===== config.mk =====
export PLATFORM = sky130hd
export DESIGN_NAME = mlp_layer_sequencer
export DESIGN_NICKNAME = d
export VERILOG_FILES = /design/src/rtl/mlp_pkg.sv /design/src/rtl/mlp_argmax_seq.sv /design/src/rtl/mlp_layer_sequencer.sv
export SDC_FILE = /design/constraint.sdc
export NUM_CORES = 1
export LEC_CHECK = 0
export ABC_CLOCK_PERIOD_IN_PS = 4300
export CAP_MARGIN = 10
export CORE_ASPECT_RATIO = 0.75
export CORE_MARGIN = 2
export CORE_UTILIZATION = 50
export CTS_BUF_LIST = sky130_fd_sc_hd__clkbuf_16
export DETAILED_ROUTE_END_ITERATION = 8
export DONT_BUFFER_PORTS = 1
export HOLD_SLACK_MARGIN = 0.1
export MAX_ROUTING_LAYER = met4
export RECOVER_POWER = 100
export SKIP_LAST_GASP = 1
export SLEW_MARGIN = 20
export SYNTH_ARGS = -nofsm -noshare
export SYNTH_HDL_FRONTEND = slang
export SYNTH_SLANG_ARGS = --single-unit

===== constraint.sdc =====
create_clock -name clk -period 4.3 [get_ports clk]
set_input_delay 0.86 -clock clk [delete_from_list [all_inputs] [get_ports clk]]
set_output_delay 0.86 -clock clk [all_outputs]
set_load 0.02 [all_outputs]

===== src/rtl/mlp_pkg.sv =====
// -----------------------------------------------------------------------------
// mlp_pkg
//   Shared types and helpers for the MLP layer sequencer.
//   - fp_t       : default signed fixed-point word (Q8.8 by default).
//   - state_t    : sequencer FSM states.
//   - class_w()  : width of a class index, clog2 with a floor of 1 (CLASS_W).
//   - layer_w()  : width of a layer index, clog2 with a floor of 1 (LAYER_W).
//   - relu()     : max(x, 0) on an fp_t word.
// -----------------------------------------------------------------------------
package mlp_pkg;

  localparam int FP_BITS_DEFAULT = 16;

  typedef logic signed [FP_BITS_DEFAULT-1:0] fp_t;

  typedef enum logic [2:0] {
    IDLE    = 3'd0,
    START   = 3'd1,
    WAIT    = 3'd2,
    CAPTURE = 3'd3,
    ARGMAX  = 3'd4,
    DONE    = 3'd5,
    ERROR   = 3'd6
  } state_t;

  // clog2 that never returns 0, so a single-entry index still has one bit.
  function automatic int clog2_min1(input int n);
    return (n <= 2) ? 1 : $clog2(n);
  endfunction

  function automatic int class_w(input int num_classes);
    return clog2_min1(num_classes);
  endfunction

  function automatic int layer_w(input int num_layers);
    return clog2_min1(num_layers);
  endfunction

  function automatic fp_t relu(input fp_t x);
    return (x < 0) ? '0 : x;
  endfunction

endpackage


===== src/rtl/mlp_argmax_seq.sv =====
// -----------------------------------------------------------------------------
// mlp_argmax_seq
//   Iterative signed argmax, one comparison per cycle.
//   A start pulse seeds the running best with lane 0 (start_val) and begins
//   comparing lanes 1..NUM_CLASSES-1 of `scores`, which must be held stable
//   until done. Strict greater-than keeps the lowest index on ties.
//
// Ports:
//   clk, reset   clock, asynchronous active-low reset
//   start        one-cycle pulse: seed best with start_val, idx 0
//   start_val    value of lane 0 at the start pulse
//   scores       lanes to compare (held stable while comparing)
//   done         high during the cycle that performs the final compare
//   best_idx     running / final argmax index (registered)
// -----------------------------------------------------------------------------
module mlp_argmax_seq
  import mlp_pkg::*;
#(
  parameter int NUM_CLASSES   = 3,
  parameter int FP_TOTAL_BITS = 16,
  localparam int CLASS_W      = class_w(NUM_CLASSES)
) (
  input  logic                                       clk,
  input  logic                                       reset,
  input  logic                                       start,
  input  logic [FP_TOTAL_BITS-1:0]                   start_val,
  input  logic [NUM_CLASSES-1:0][FP_TOTAL_BITS-1:0]  scores,
  output logic                                       done,
  output logic [CLASS_W-1:0]                         best_idx
);

  logic                     active;
  logic [CLASS_W-1:0]       cmp_idx;
  logic [FP_TOTAL_BITS-1:0] best_val;
  logic [FP_TOTAL_BITS-1:0] cand;

  assign cand = scores[cmp_idx];
  assign done = active && (cmp_idx == CLASS_W'(NUM_CLASSES - 1));

  always_ff @(posedge clk or negedge reset) begin
    if (!reset) begin
      active   <= 1'b0;
      cmp_idx  <= '0;
      best_idx <= '0;
      best_val <= '0;
    end else if (start) begin
      best_idx <= '0;
      best_val <= start_val;
      cmp_idx  <= CLASS_W'(1);
      // A single class has nothing to compare against.
      active   <= (NUM_CLASSES > 1);
    end else if (active) begin
      if ($signed(cand) > $signed(best_val)) begin
        best_idx <= cmp_idx;
        best_val <= cand;
      end
      if (done) begin
        active <= 1'b0;
      end else begin
        cmp_idx <= cmp_idx + CLASS_W'(1);
      end
    end
  end

endmodule


===== src/rtl/mlp_layer_sequencer.sv =====
// -----------------------------------------------------------------------------
// mlp_layer_sequencer
//   Runs one inference through NUM_LAYERS layers on a single shared layer
//   datapath. For each layer: present layer_sel/layer_x, pulse layer_start,
//   wait for a fresh layer_done, then ReLU the outputs back into layer_x.
//   After the last layer the raw scores are latched and an iterative signed
//   argmax picks the class.
//
// Handshakes: a transfer happens on a cycle where valid and ready are both
//   high at the rising clock edge. in_ready depends only on state (IDLE or
//   ERROR) and reset; once out_valid rises, out_valid/out_scores/out_class hold
//   until the cycle out_ready is high. in_ready is 0 in DONE, so an input can
//   never be taken in the same cycle an output is consumed.
//
// Ports:
//   clk, reset     clock, asynchronous active-low reset
//   in_valid/in_ready/in_x          feature vector input
//   out_valid/out_ready             result handshake
//   out_scores     final-layer raw outputs (no ReLU)
//   out_class      argmax index (ties -> lowest index)
//   error          sticky timeout flag, cleared by the next accepted input
//   busy           inference in progress
//   layer_start    one-cycle start pulse to the datapath
//   layer_sel      active layer (selects the weight/bias bank)
//   layer_x        datapath input vector (registered)
//   layer_out      datapath outputs
//   layer_done     datapath completion
//   dbg_state      current FSM state
// -----------------------------------------------------------------------------
module mlp_layer_sequencer
  import mlp_pkg::*;
#(
  parameter int NUM_FEATURES   = 4,
  parameter int FP_TOTAL_BITS  = 16,
  parameter int FP_FRAC_BITS   = 8,
  parameter int NUM_CLASSES    = 3,
  parameter int NUM_LAYERS     = 2,
  parameter int TIMEOUT_CYCLES = 255,
  localparam int CLASS_W       = class_w(NUM_CLASSES),
  localparam int LAYER_W       = layer_w(NUM_LAYERS)
) (
  input  logic                                        clk,
  input  logic                                        reset,
  input  logic                                        in_valid,
  output logic                                        in_ready,
  input  logic [NUM_FEATURES-1:0][FP_TOTAL_BITS-1:0]  in_x,
  output logic                                        out_valid,
  input  logic                                        out_ready,
  output logic [NUM_CLASSES-1:0][FP_TOTAL_BITS-1:0]   out_scores,
  output logic [CLASS_W-1:0]                          out_class,
  output logic                                        error,
  output logic                                        busy,
  output logic                                        layer_start,
  output logic [LAYER_W-1:0]                          layer_sel,
  output logic [NUM_FEATURES-1:0][FP_TOTAL_BITS-1:0]  layer_x,
  input  logic [NUM_CLASSES-1:0][FP_TOTAL_BITS-1:0]   layer_out,
  input  logic                                        layer_done,
  output state_t                                      dbg_state
);

  // Counter only has to reach TIMEOUT_CYCLES-1.
  localparam int CNT_W = clog2_min1(TIMEOUT_CYCLES);

  // Parameter sanity; the fraction width is informational but must fit.
  if (NUM_FEATURES < NUM_CLASSES || NUM_LAYERS < 1 ||
      FP_FRAC_BITS >= FP_TOTAL_BITS || TIMEOUT_CYCLES < 2) begin : g_bad_params
    $error("mlp_layer_sequencer: illegal parameter combination");
  end

  state_t                                       state;
  logic [CNT_W-1:0]                             wait_cnt;
  logic                                         armed;
  logic [NUM_FEATURES-1:0][FP_TOTAL_BITS-1:0]   relu_vec;
  logic                                         last_layer;
  logic                                         am_start;
  logic                                         am_done;
  logic [CLASS_W-1:0]                           am_best_idx;

  assign dbg_state  = state;
  assign in_ready   = reset && ((state == IDLE) || (state == ERROR));
  assign last_layer = (layer_sel == LAYER_W'(NUM_LAYERS - 1));
  assign am_start   = (state == CAPTURE) && last_layer;
  assign out_class  = am_best_idx;

  // ReLU of the datapath outputs; lanes beyond NUM_CLASSES feed zeros.
  always_comb begin
    relu_vec = '0;
    for (int i = 0; i < NUM_CLASSES; i++) begin
      relu_vec[i] = layer_out[i][FP_TOTAL_BITS-1] ? '0 : layer_out[i];
    end
  end

  always_ff @(posedge clk or negedge reset) begin
    if (!reset) begin
      state       <= IDLE;
      layer_x     <= '0;
      layer_sel   <= '0;
      layer_start <= 1'b0;
      busy        <= 1'b0;
      error       <= 1'b0;
      out_valid   <= 1'b0;
      out_scores  <= '0;
      wait_cnt    <= '0;
      armed       <= 1'b0;
    end else begin
      // layer_start is only ever high for the single START cycle.
      layer_start <= 1'b0;
      unique case (state)
        IDLE, ERROR: begin
          if (in_valid) begin
            layer_x     <= in_x;
            layer_sel   <= '0;
            error       <= 1'b0;
            busy        <= 1'b1;
            layer_start <= 1'b1;
            state       <= START;
          end
        end
        START: begin
          wait_cnt <= '0;
          armed    <= 1'b0;
          state    <= WAIT;
        end
        WAIT: begin
          wait_cnt <= wait_cnt + CNT_W'(1);
          // Completion needs done to be seen low first, so a done still high
          // from the previous layer cannot complete this one.
          if (!layer_done) begin
            armed <= 1'b1;
          end
          if (armed && layer_done) begin
            state <= CAPTURE;
          end else if (wait_cnt == CNT_W'(TIMEOUT_CYCLES - 1)) begin
            error <= 1'b1;
            busy  <= 1'b0;
            state <= ERROR;
          end
        end
        CAPTURE: begin
          if (!last_layer) begin
            layer_x     <= relu_vec;
            layer_sel   <= layer_sel + LAYER_W'(1);
            layer_start <= 1'b1;
            state       <= START;
          end else begin
            // Final layer: raw scores, no ReLU. Argmax seeds from layer_out[0].
            out_scores <= layer_out;
            if (NUM_CLASSES == 1) begin
              out_valid <= 1'b1;
              state     <= DONE;
            end else begin
              state <= ARGMAX;
            end
          end
        end
        ARGMAX: begin
          if (am_done) begin
            out_valid <= 1'b1;
            state     <= DONE;
          end
        end
        DONE: begin
          if (out_ready) begin
            out_valid <= 1'b0;
            busy      <= 1'b0;
            state     <= IDLE;
          end
        end
        default: state <= IDLE;
      endcase
    end
  end

  mlp_argmax_seq #(
    .NUM_CLASSES   (NUM_CLASSES),
    .FP_TOTAL_BITS (FP_TOTAL_BITS)
  ) u_argmax (
    .clk       (clk),
    .reset     (reset),
    .start     (am_start),
    .start_val (layer_out[0]),
    .scores    (out_scores),
    .done      (am_done),
    .best_idx  (am_best_idx)
  );

endmodule


==> impl.org <==
* Flow results

** Synth
- Synth warn :: 0
- Register share after synthesis :: 0.524
- A synthesized cell averages 9.20 um^2.
- Yosys synthesis chip area :: 0.00716 mm^2
- Post-Syn Area :: 0.00716 mm^2
- Yosys reg bits :: 150
- Per the post-synthesis report, the number of cells in the design is 778.
- Number of standard cells reported by yosys :: 778
- After synthesis, the most frequently instantiated cells are sky130_fd_sc_hd__nand2_1, sky130_fd_sc_hd__dfrtp_1, sky130_fd_sc_hd__o21ai_1.
- In the synthesized netlist the dominant register cell turns out to be sky130_fd_sc_hd__dfrtp_1.
- Synth area leaders :: sky130_fd_sc_hd__dfrtp_1, sky130_fd_sc_hd__nand2_1, sky130_fd_sc_hd__o21ai_1
- Top-area cell type share of the netlist area :: 0.524
- In this run, synthesis inferred 0 flip-flops with an integrated enable.
- The net count after synthesis is 914.
- Asr flop ratio synth :: 1.00
- Largest area contributor in the netlist :: sky130_fd_sc_hd__dfrtp_1
- Count of cell types in the netlist :: 44
- Sorting the synthesis cell report by count puts at the top sky130_fd_sc_hd__nand2_1.

** Cells and area
- Of the cells placed in the final design, the portion with a size suffix greater than 1 is 0.0599.
- Per the layout area report, the sequential fraction of cell area is 0.477.
- Relative to the synthesized area, the layout overhead comes to 9.90%.
- Measured on the final layout, buffering overhead outside the clock network stands at 0.00891.
- Fill count :: 1230
- Multi-input gate area :: 0.00312 mm^2
- The final layout contains a sequential cell count of 150.
- Leaving out the clock tree, the finished layout contains a buffer count of 11.
- Largest class :: flip-flops and latches
- Post-route core utilization :: 0.568
- The area taken by sequential standard cells is reported as 0.00375 mm^2.
- After the last flow step, the layout net total stands at 891.
- Number of antenna cells inserted :: 2
- Clock network area share :: 0.0786
- The non-clock inverters instantiated in the layout total 21.
- Multi-input logic gates represent a cell area share of 0.397.
- The finished layout holds 945 standard cells, fillers aside.
- The layout contains a multi-input combinational cell count of 554.

** Floorplanning
- In this run the vertical extent of the chip is 108 um.
- Tap insertion was completed with 175 tapcells.
- In this run the horizontal extent of the chip is 142 um.
- The initial utilization of the core area, before any placement, comes to 0.517.
- Number of placement rows :: 37
- The region available for standard cell placement spans 0.0138 mm^2.
- Area of the die :: 0.0153 mm^2
- 240 I/O pins were placed.

** Timing
- Setup violations remaining at the end of the flow were counted as 0.
- Post-route period utilization is reported as 0.852.
- Worst-margin pin slew :: 2.26 ns
- Max-slew check failures listed in the final report amount to 162.
- The final timing report lists a hold violation count of 0.
- Min Tclk post-route :: 3.67 ns
- Tightest slew margin relative to the limit :: -0.504
- Setup repair after global routing missed its margin :: false
- Achievable Freq :: 273 MHz
- Final setup TNS :: 0 ns
- Final setup slack of the worst path :: 0.635 ns

** Setup path
- Delay of the slowest cell on the worst path :: 0.47 ns
- CP required :: 4.56 ns
- Beginning of the critical path :: u_argmax.cmp_idx[0]
- Startpoint Class :: flip-flop
- Data arrives at the worst endpoint at 3.92 ns.
- Critical path endpoint category :: flip-flop
- Depth of the worst register-to-register path :: 14
- Setup Crit Path Kind :: reg -> reg
- Register-to-Register Setup Slack :: 0.63 ns
- Counting stages on the worst path, the most repeated cell is sky130_fd_sc_hd__o21ai_0.
- Timing endpoint of the critical path :: u_argmax.best_val[12]
- Maximum fanout along the worst path :: 20
- RR Endpoint :: u_argmax.best_val[12]
- Worst-path cell with the longest stage delay :: sky130_fd_sc_hd__a2111o_1
- Reg-to-reg startpoint :: u_argmax.cmp_idx[0]
- Critical path, cell by cell :: clkbuf_2 -> inv_1 -> nor2_1 -> buf_4 -> nand2_1 -> o21ai_0 -> ha_1 -> a21oi_1 -> o21ai_0 -> a2111o_1 -> o311ai_4 -> buf_4 -> mux2i_1 -> o21ai_0

** Power
- Leak :: 3.73 nW
- Summed over all nets, the switching power comes to 3.32 mW.
- IR analysis of the VDD net gives a maximum drop of 0.412 mV.
- Power Density :: 918 mW/mm^2
- Internal :: 3.90 mW
- The share of total power dissipated in combinational logic is 0.301.
- Of the total power, the share spent switching nets is 0.459.
- The share of total power dissipated in the clock network is 0.217.
- Of the total power, registers draw 0.482.

** Drt
- Per the detail_route report, DRC violations left total 0.
- The routed layout has 5591 vias.
- The detailed router finished its first iteration with 445 violations.
- Once detail routing completed, the nets flagged for antenna violations numbered 0.
- Using the TritonRoute via totals, the vias-per-cell ratio works out to 5.92.
- The wire length recorded after detailed routing is 20200 um.
- Final routed wire length divided by cell count :: 21.4 um
- Total iterations of the first detailed-routing run :: 5

** Flow run
- Across the run, the number of max-cap violations was 2.
- Tally of OpenROAD warnings :: 31

** CTS
- Post-cts hold-fix buffer tally :: 0
- In this run the post-CTS setup repair buffer count came out at 0.
- Clock edge transition at the registers on the reported setup and hold paths :: 0.06 ns
- Clock tree from TritonCTS :: built
- The number of gates resized after CTS was 0.
- Root cell of the clock tree :: sky130_fd_sc_hd__clkbuf_16
- The clock tree synthesis step divided the H-tree into 4 levels.
- Bufs on Longest Clock Path :: 2

** Placement
- The placement report lists the number of port buffers as 0.
- After its last routability iteration, the placer logged a weighted congestion of 0.869.
- Detailed placer's ending HPWL :: 14800 um
- Placed Instances :: 911
- The pre-CTS setup check shows a worst slack of 0.885 ns.

** Run status
- Violations in the final reports :: max-capacitance violations, max-slew violations
- The flow ran to the end, but the final reports show violations.

** Global route
- Antenna violations before repair :: 1
- Number of global-route vias before repair :: 5564
- GR Util All Layers :: 0.281
- The first global-routing pass estimated 31400 um of wire.
- Maximum number of pins on one net before global-route repair :: 152
- The global route stage reports its total congestion overflow as 0.

** Hold path
- Hold Crit Class :: in -> async
==> cell usage in the layout (no fill, tap or decap), types with 3 or more instances in the layout <==
master                      count
sky130_fd_sc_hd__o21ai_0       64
sky130_fd_sc_hd__mux2i_1       34
sky130_fd_sc_hd__a31oi_1        3
sky130_fd_sc_hd__nand4_1        4
sky130_fd_sc_hd__ha_1          19
sky130_fd_sc_hd__nand2_1      220
sky130_fd_sc_hd__xnor2_1        3
sky130_fd_sc_hd__inv_6          4
sky130_fd_sc_hd__nor2_1        15
sky130_fd_sc_hd__nand2b_1       3
sky130_fd_sc_hd__buf_4          7
sky130_fd_sc_hd__dfrtp_1      150
sky130_fd_sc_hd__o211ai_1       3
sky130_fd_sc_hd__nand3_1       10
sky130_fd_sc_hd__clkbuf_16     17
sky130_fd_sc_hd__nor3b_1       45
sky130_fd_sc_hd__o21ai_1       21
sky130_fd_sc_hd__a22o_1        19
sky130_fd_sc_hd__bufinv_16      3
sky130_fd_sc_hd__nor2b_1        6
sky130_fd_sc_hd__a21oi_1       56
sky130_fd_sc_hd__clkinv_4       3
sky130_fd_sc_hd__inv_1         20
==> routing by layer <==
layer,track usage,part of all wire,vias to the layer above
li1,-,-,2613
met1,0.367,0.43,2733
met5,-,0,-
met2,0.421,0.47,222
met3,0.103,0.088,23
met4,0.0700,0.011,0
==> sequential cells by signal, summed over array words and instances, names as in the netlist <==
signal	count
layer_x	64
out_scores	48
u_argmax.best_val	16
wait_cnt	8
dbg_state	3
u_argmax.best_idx	2
u_argmax.cmp_idx	2
armed	1
busy	1
error	1
layer_sel	1
layer_start	1
out_valid	1
u_argmax.active	1
==> per-stage QoR <==
step                      hold slack [ns]  cell area, um^2  power [mW]
after floorplan                     0.438             7160        5.03
after global placement              0.469             7290        5.66
after detailed placement            0.476             7290        5.77
after CTS                           0.111             7910        7.36
after global routing                0.104             7870        7.73
final                               0.127             7870        7.22
==> worst max-delay path: cells and delay by family (launching register included) <==
family	cells	cell delay [ns]
compound gates	6	1.38
buf+inv	4	1.02
flops	1	0.33
fa+ha+maj	1	0.32
simple gates	2	0.23
mux	1	0.20
==> how the worst min path moves through the flow <==
stage,slack [ns],cells after the start,to,from
CTS,0.11,0,layer_x[10],reset
global placement,0.47,1,wait_cnt[7],wait_cnt[7]
global route,0.10,0,layer_x[10],reset
floorplan,0.44,1,wait_cnt[7],wait_cnt[7]
detailed placement,0.48,1,wait_cnt[7],wait_cnt[7]
finish,0.13,0,layer_x[6],reset
==> cells by family (layout without fill, tap and decap cells) <==
kind of cell,Yosys count,after routing,synth area share
buffers and inverters,74,64,0.0432
AOI/OAI and AO/OA,178,178,0.141
muxes,35,35,0.0491
adders and majority gates,19,19,0.0332
DFF,150,150,0.524
and+or+nand+nor,319,319,0.206
xor gates and xnor gates,3,3,0.00367
other,0,2,0
==> power by group through the flow <==
stage,Sequential [mW],Combinational (mW),Clock (mW)
global route,3.56,2.53,1.65
CTS,3.49,2.28,1.59
global placement,3.49,2.16,0
detailed placement,3.49,2.28,0
floorplan,3.17,1.86,0
finish,3.48,2.17,1.57
Figure 1. Zoomed window.
Region (92, 12) to (122, 42) um. Cells in gray, sequential cells in the stronger gray; small squares are vias.
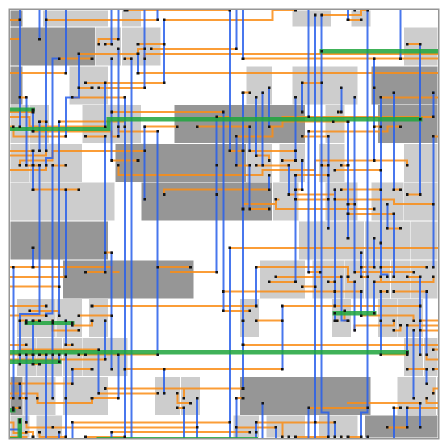
orange -> metal 1
green -> metal 3
blue -> metal 2
sequential cells in the window = 9
netlist names of flops here include = `wait_cnt` (4), `dbg_state` (2)
most frequent = dfrtp_1 (9), nand2_1 (6)
cells with their middle in the window = 59

Figure 2. Clock distribution.
Bar = 50 um.
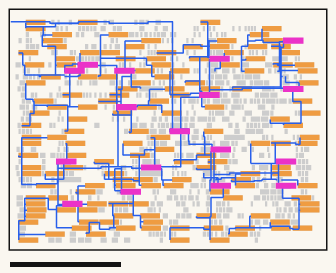
blue -> clock wires  # length 1910 um
orange -> flip-flops  # count 150
magenta -> clock drivers  # count 17
routed clock nets = 18
worst-case clock skew: 0.00907 ns
Clk power: 1.57 mW

Figure 3. Clock wiring as the flow saved it.
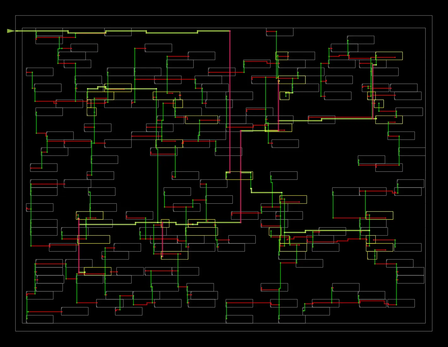
later-pin clock latency in the skew report: 0.43 ns
number of sinks on the clock net: 150
total CTS buffers: 17
number of clock buffer instances in the layout: 17

Figure 4. Where the registers sit.
Bar = 50 um. Other sequential cells in the stronger gray, the rest of the logic in the fainter gray.
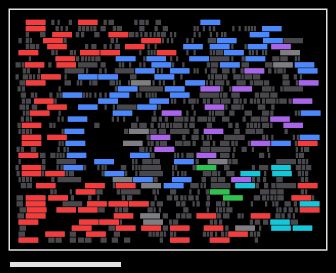
green -> `dbg_state`  # placed flops 3
blue -> `out_scores`  # placed flops 48
red -> `layer_x`  # placed flops 64
cyan -> `wait_cnt`  # placed flops 8, where south-east
purple -> `u_argmax.best_val`  # placed flops 16
not colored = 11

Power and IR drop assume default switching activity.
